--- config.mk ---
export PLATFORM = sky130hd
export DESIGN_NAME = io_stream_host
export DESIGN_NICKNAME = d
export VERILOG_FILES = /design/src/rtl/io_stream_host.sv
export SDC_FILE = /design/constraint.sdc
export NUM_CORES = 1
export LEC_CHECK = 0
export CORE_ASPECT_RATIO = 0.8
export CORE_UTILIZATION = 45
export CTS_CLUSTER_SIZE = 20
export DETAILED_ROUTE_END_ITERATION = 16
export GPL_ROUTABILITY_DRIVEN = 0
export PLACE_DENSITY_LB_ADDON = 0.1
export SETUP_SLACK_MARGIN = 0.1
export SYNTH_ARGS = -nofsm -noshare
export SYNTH_HDL_FRONTEND = slang
export SYNTH_SLANG_ARGS = --single-unit
--- constraint.sdc ---
create_clock -name clk -period 5.13 [get_ports clk]
set_input_delay 1.026 -clock clk [delete_from_list [all_inputs] [get_ports clk]]
set_output_delay 1.026 -clock clk [all_outputs]
set_load 0.05 [all_outputs]
--- src/rtl/io_stream_host.sv ---
// io_stream_host: host-side driver for the platform data I/O port.
// Operand words go through a FIFO and are handed to the platform with a
// 4-phase din_req/din_rdy handshake. Result words are captured on each
// dout_rdy rising edge into a first-word-fall-through result FIFO.
// Optional feature: `define IO_HOST_TIMEOUT_EN aborts a handshake that stays
// in ACK for TIMEOUT_CYCLES clk cycles and sets the sticky err_timeout flag.
module io_stream_host #(
    parameter int DEPTH          = 8,
    parameter int CNT_W          = 16,
    parameter int TIMEOUT_CYCLES = 64
) (
    input  logic             clk,
    input  logic             rst,
    input  logic [31:0]      in_data,
    input  logic             in_valid,
    output logic             in_ready,
    output logic [31:0]      out_data,
    output logic             out_valid,
    input  logic             out_ready,
    output logic [31:0]      din,
    output logic             din_rdy,
    input  logic             din_req,
    input  logic [31:0]      dout,
    input  logic             dout_rdy,
    output logic [CNT_W-1:0] sent_cnt,
    output logic [CNT_W-1:0] recv_cnt,
    output logic             starve,
    output logic             overflow,
    output logic             err_timeout
);
    localparam int PW = $clog2(DEPTH);
    localparam int CW = PW + 1;

    localparam logic [0:0] S_IDLE = 1'b0;
    localparam logic [0:0] S_ACK  = 1'b1;

    // ---------------- operand FIFO ----------------
    logic [31:0]   omem_q [DEPTH];
    logic [PW-1:0] owr_q, ord_q;
    logic [CW-1:0] ocnt_q;
    logic          ofull, oempty, opush, opop;
    logic [0:0]    state_q, state_d;
    logic          tmo_hit;

    assign ofull    = (ocnt_q == CW'(DEPTH));
    assign oempty   = (ocnt_q == '0);
    assign in_ready = !ofull;
    assign opush    = in_valid && !ofull;
    assign opop     = (state_q == S_IDLE) && din_req && !oempty;

    // Operand storage; contents are don't-care after reset.
    always_ff @(posedge clk) begin
        if (opush) omem_q[owr_q] <= in_data;
    end

    // Operand FIFO pointers and occupancy.
    always_ff @(posedge clk) begin
        if (rst) begin
            owr_q  <= '0;
            ord_q  <= '0;
            ocnt_q <= '0;
        end else begin
            if (opush) owr_q <= owr_q + PW'(1);
            if (opop)  ord_q <= ord_q + PW'(1);
            case ({opush, opop})
                2'b10:   ocnt_q <= ocnt_q + CW'(1);
                2'b01:   ocnt_q <= ocnt_q - CW'(1);
                default: ocnt_q <= ocnt_q;
            endcase
        end
    end

    // ---------------- feed FSM ----------------
    logic [31:0]      din_q, din_d;
    logic             rdy_q, rdy_d;
    logic [CNT_W-1:0] sent_q, sent_d;
    logic             starve_q;

    // Next-state: pop on request in IDLE, release on req drop (or abort) in ACK.
    always_comb begin
        state_d = state_q;
        din_d   = din_q;
        rdy_d   = rdy_q;
        sent_d  = sent_q;
        case (state_q)
            S_IDLE: if (opop) begin
                din_d   = omem_q[ord_q];
                rdy_d   = 1'b1;
                state_d = S_ACK;
            end
            S_ACK: if (!din_req) begin
                rdy_d   = 1'b0;
                sent_d  = sent_q + CNT_W'(1);
                state_d = S_IDLE;
            end else if (tmo_hit) begin
                rdy_d   = 1'b0;
                state_d = S_IDLE;
            end
        endcase
    end

    // FSM registers; starve flags a request that cannot be served.
    always_ff @(posedge clk) begin
        if (rst) begin
            state_q  <= S_IDLE;
            din_q    <= '0;
            rdy_q    <= 1'b0;
            sent_q   <= '0;
            starve_q <= 1'b0;
        end else begin
            state_q  <= state_d;
            din_q    <= din_d;
            rdy_q    <= rdy_d;
            sent_q   <= sent_d;
            starve_q <= (state_q == S_IDLE) && din_req && oempty;
        end
    end

    assign din      = din_q;
    assign din_rdy  = rdy_q;
    assign sent_cnt = sent_q;
    assign starve   = starve_q;

`ifdef IO_HOST_TIMEOUT_EN
    localparam int TW = $clog2(TIMEOUT_CYCLES + 1);
    logic [TW-1:0] tmo_q;
    logic          err_q;

    assign tmo_hit     = (state_q == S_ACK) && din_req && (tmo_q == TW'(TIMEOUT_CYCLES - 1));
    assign err_timeout = err_q;

    // ACK dwell counter, held at zero outside ACK so it is clear on entry.
    always_ff @(posedge clk) begin
        if (rst || state_q != S_ACK) tmo_q <= '0;
        else                         tmo_q <= tmo_q + TW'(1);
    end

    // Sticky timeout flag.
    always_ff @(posedge clk) begin
        if (rst)          err_q <= 1'b0;
        else if (tmo_hit) err_q <= 1'b1;
    end
`else
    assign tmo_hit     = 1'b0;
    assign err_timeout = 1'b0;
`endif

    // ---------------- result capture / FIFO ----------------
    logic [31:0]      rmem_q [DEPTH];
    logic [PW-1:0]    rwr_q, rrd_q;
    logic [CW-1:0]    rcnt_q;
    logic             rprev_q, redge, rfull, rempty, rpush, rpop;
    logic [CNT_W-1:0] recv_q;
    logic             ovf_q;

    // Fullness uses the registered count, so a same-cycle pop cannot make room.
    assign redge     = dout_rdy && !rprev_q;
    assign rfull     = (rcnt_q == CW'(DEPTH));
    assign rempty    = (rcnt_q == '0);
    assign rpush     = redge && !rfull;
    assign rpop      = !rempty && out_ready;
    assign out_valid = !rempty;
    assign out_data  = rmem_q[rrd_q];
    assign recv_cnt  = recv_q;
    assign overflow  = ovf_q;

    // Result storage.
    always_ff @(posedge clk) begin
        if (rpush) rmem_q[rwr_q] <= dout;
    end

    // Edge detect, result FIFO pointers, counter and sticky overflow.
    always_ff @(posedge clk) begin
        if (rst) begin
            rprev_q <= 1'b0;
            rwr_q   <= '0;
            rrd_q   <= '0;
            rcnt_q  <= '0;
            recv_q  <= '0;
            ovf_q   <= 1'b0;
        end else begin
            rprev_q <= dout_rdy;
            if (rpush) begin
                rwr_q  <= rwr_q + PW'(1);
                recv_q <= recv_q + CNT_W'(1);
            end
            if (redge && rfull) ovf_q <= 1'b1;
            if (rpop) rrd_q <= rrd_q + PW'(1);
            case ({rpush, rpop})
                2'b10:   rcnt_q <= rcnt_q + CW'(1);
                2'b01:   rcnt_q <= rcnt_q - CW'(1);
                default: rcnt_q <= rcnt_q;
            endcase
        end
    end
endmodule

==> Changelog: implementation <==
### Physical design

- Status: finished, final reports clean
- Most frequent cell after synthesis: edfxtp_1
- Hold Startpoint: overflow$_SDFFE_PP0P_
- Synthesis Warnings: 0
- Initial DRC Count: around 900
- Setup Buffers After CTS: 0
- Post-layout min period: ~4300 ps
- Hold crit path type: flip-flop to flip-flop
- F_max: 234 MHz
- Slew margin rel.: 34.1%
- VDD IR max: around 290 uV
- Critical-path maximum fanout: 30
- Crit path kind: flip-flop to primary output
- Core utilization at floorplan: 45.8%
- Share of layout cells above drive strength 1: about a fifth
- Number of global-route vias before repair: 11800
- P per Cell Area: about 490 mW/mm^2
- Final period utilization: 83.3%
- Placed cell areas: 0.0255 mm^2
- Max Cap Viol: 0
- H-tree depth: 2
- TritonCTS clock tree: built
- Register share after synthesis: approximately three quarters
- Post-synth EDFFs: around 500
- Main flop type: edfxtp_1
- Reg2Reg Capture Point: rcnt_q[2]$_SDFFE_PP0P_
- Setup violators final: 0
- Netlist Area Pre-Place: approximately 0.023 mm^2
- Top cells by count: edfxtp_1, mux4_2, dfxtp_1
- Max-slew violations: 0
- Avg Inst Size Synth: roughly 19 um^2
- Detail Route Antenna Nets: 0
- DR vias/cell: ~5.5
- Mapped Nets: 1264
- Place WS: roughly 1300 ps
- Worst Tran Pin Value: ~990 ps
- First-pass GRT wire length: about 73000 um
- RSZ-0062 raised after global routing: no
- Crit path DAT: 3250 ps
- Fin worst setup slack: 855 ps
- Full die area: between 0.05 and 0.06 mm^2
- Max Root-Sink Buffers: 3
- Ports: 172
- Clock Skews: 22.6 ps
- Layout Nets: between 1000 and 1500
- Yosys top cell area share: between 60 and 70%
- Clk sink count: between 600 and 700
- Overflow after GRT: 0
- Seq cells post-synth: approximately 600
- Dpl cells: 1994
- Worst EP required: between 4000 and 5000 ps
- Hold depth: 2
- # DRC: 0
- HPWL after DPL: between 20000 and 30000 um
- Cell type with the largest total area: edfxtp_1
- Ys cells: ~1200
- Non-Filler Instances: approximately 2100
- Antenna violations before repair: 2
- CTS Buf Count: 57
- Reg2reg setup slack: about 2300 ps
- Endpoint, Worst Hold: overflow$_SDFFE_PP0P_
- Hold_buf cts: 0
- Worst R2R Start: rcnt_q[1]$_SDFFE_PP0P_
- Top cells by area: edfxtp_1, mux4_2, dfxtp_1
- Critical Path End: out_data[2]
- Yosys chip area: 0.0229 mm^2
- Clk latency late pin: between 600 and 700 ps
- Clock Pin Slew Worst Setup and Hold Paths: 70 ps
## critical path, stage by stage (launching register included)
cell and delay (ps):
dfxtp_4 710, buf_12 340, mux4_2 540, mux2_2 270, clkdlybuf4s50_1 750
## routing by layer
layer  global-route usage, %  share of wire [%]
met2                    29.3                 47
met4                    5.14                1.9
met5                       0              0.063
met1                    27.3                 46
met3                    3.60                4.7
## where the power goes
group	internal [W]	switching [W]	leakage, nW
clock	0.00242	0.00181	0.905
sequential	0.00566	0.000286	5.40
combinational	0.00132	0.00178	2.27
total	0.00940	0.00387	8.58
## cell families (layout without fill, tap and decap cells)
| group | after synthesis | in the layout | share of synthesized area, % |
|---|---|---|---|
| DFF | 604 | 604 | 75.2 |
| and+or+nand+nor | 229 | 229 | 5.14 |
| muxes | 166 | 166 | 14.4 |
| AOI/OAI and AO/OA | 73 | 73 | 1.86 |
| buffers and inverters | 65 | 309 | 1.46 |
| xor gates and xnor gates | 32 | 32 | 1.22 |
| adders and majority gates | 12 | 12 | 0.656 |
| other | 1 | 2 | 0.0164 |
## cell type report
cell class,instances,area (um^2)
clock buffer,77,1540
sequential,604,17200
timing repair buffer,199,1930
inverter,3,11.3
multi-input combinational,513,5450
clock inverter,30,334
antenna,1,2.50
tap,675,845
fill,3926,22600
## placed cells by master (no fill, tap or decap), types with 17 or more instances in the layout
cell	count
edfxtp_1	512
clkdlybuf4s50_1	169
mux4_2	128
dfxtp_1	88
nor2_1	73
clkbuf_16	58
nor3_1	36
mux2_2	34
o22ai_1	32
buf_4	29
nand2_1	22
xor2_1	22
a21oi_1	21
nand3_1	20
clkbuf_1	17
==> images/placement_by_type.png <==
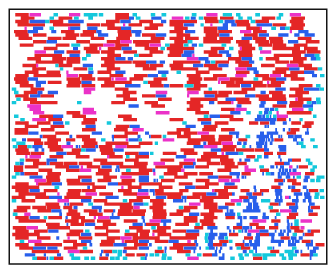
| class | colour | cells | share of their area |
|---|---|---|---|
| remaining buffers and delay cells | cyan | 199 | 7.3% |
| clock drivers and dummy loads | magenta | 107 | 7.1% |
| combinational and other logic | blue | 516 | 21% |
| sequential cells | red | 604 | 65% |
flop share of the area: 63.0%
final instance area: 0.0273 mm^2
core area: 0.0500 mm^2
post-layout util: 54.7%

==> images/wires.png <==
Only two layers are drawn.
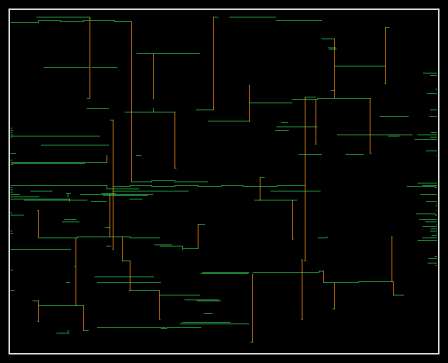
| layer | colour | wire length |
|---|---|---|
| metal 4 | orange | 928 um |
| metal 3 | green | 2230 um |
WL final: 47700 um
Vias: 11500
GRT Total Usage: 18.9%
WL/cell: 22.7 um

==> images/io_placement.png <==
Pins as bars across the die edge, other pins in grey.
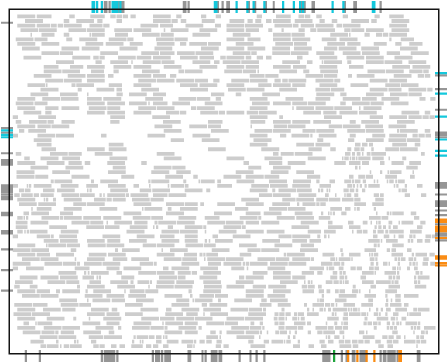
| port | colour | pins | direction | edge |
|---|---|---|---|---|
| `recv_cnt` | orange | 16 | output | 10 right, 6 bottom |
| `dout` | cyan | 32 | input | 23 top, 6 right, 3 left |
| `din_req` | green | 1 | input | bottom |
all pins by edge: 65 bottom, 48 top, 35 right, 24 left
die height: 204 um
Chip Width: 254 um
PortBufs: 170

Power figures rest on the tool's default switching activity, not on a simulated workload.
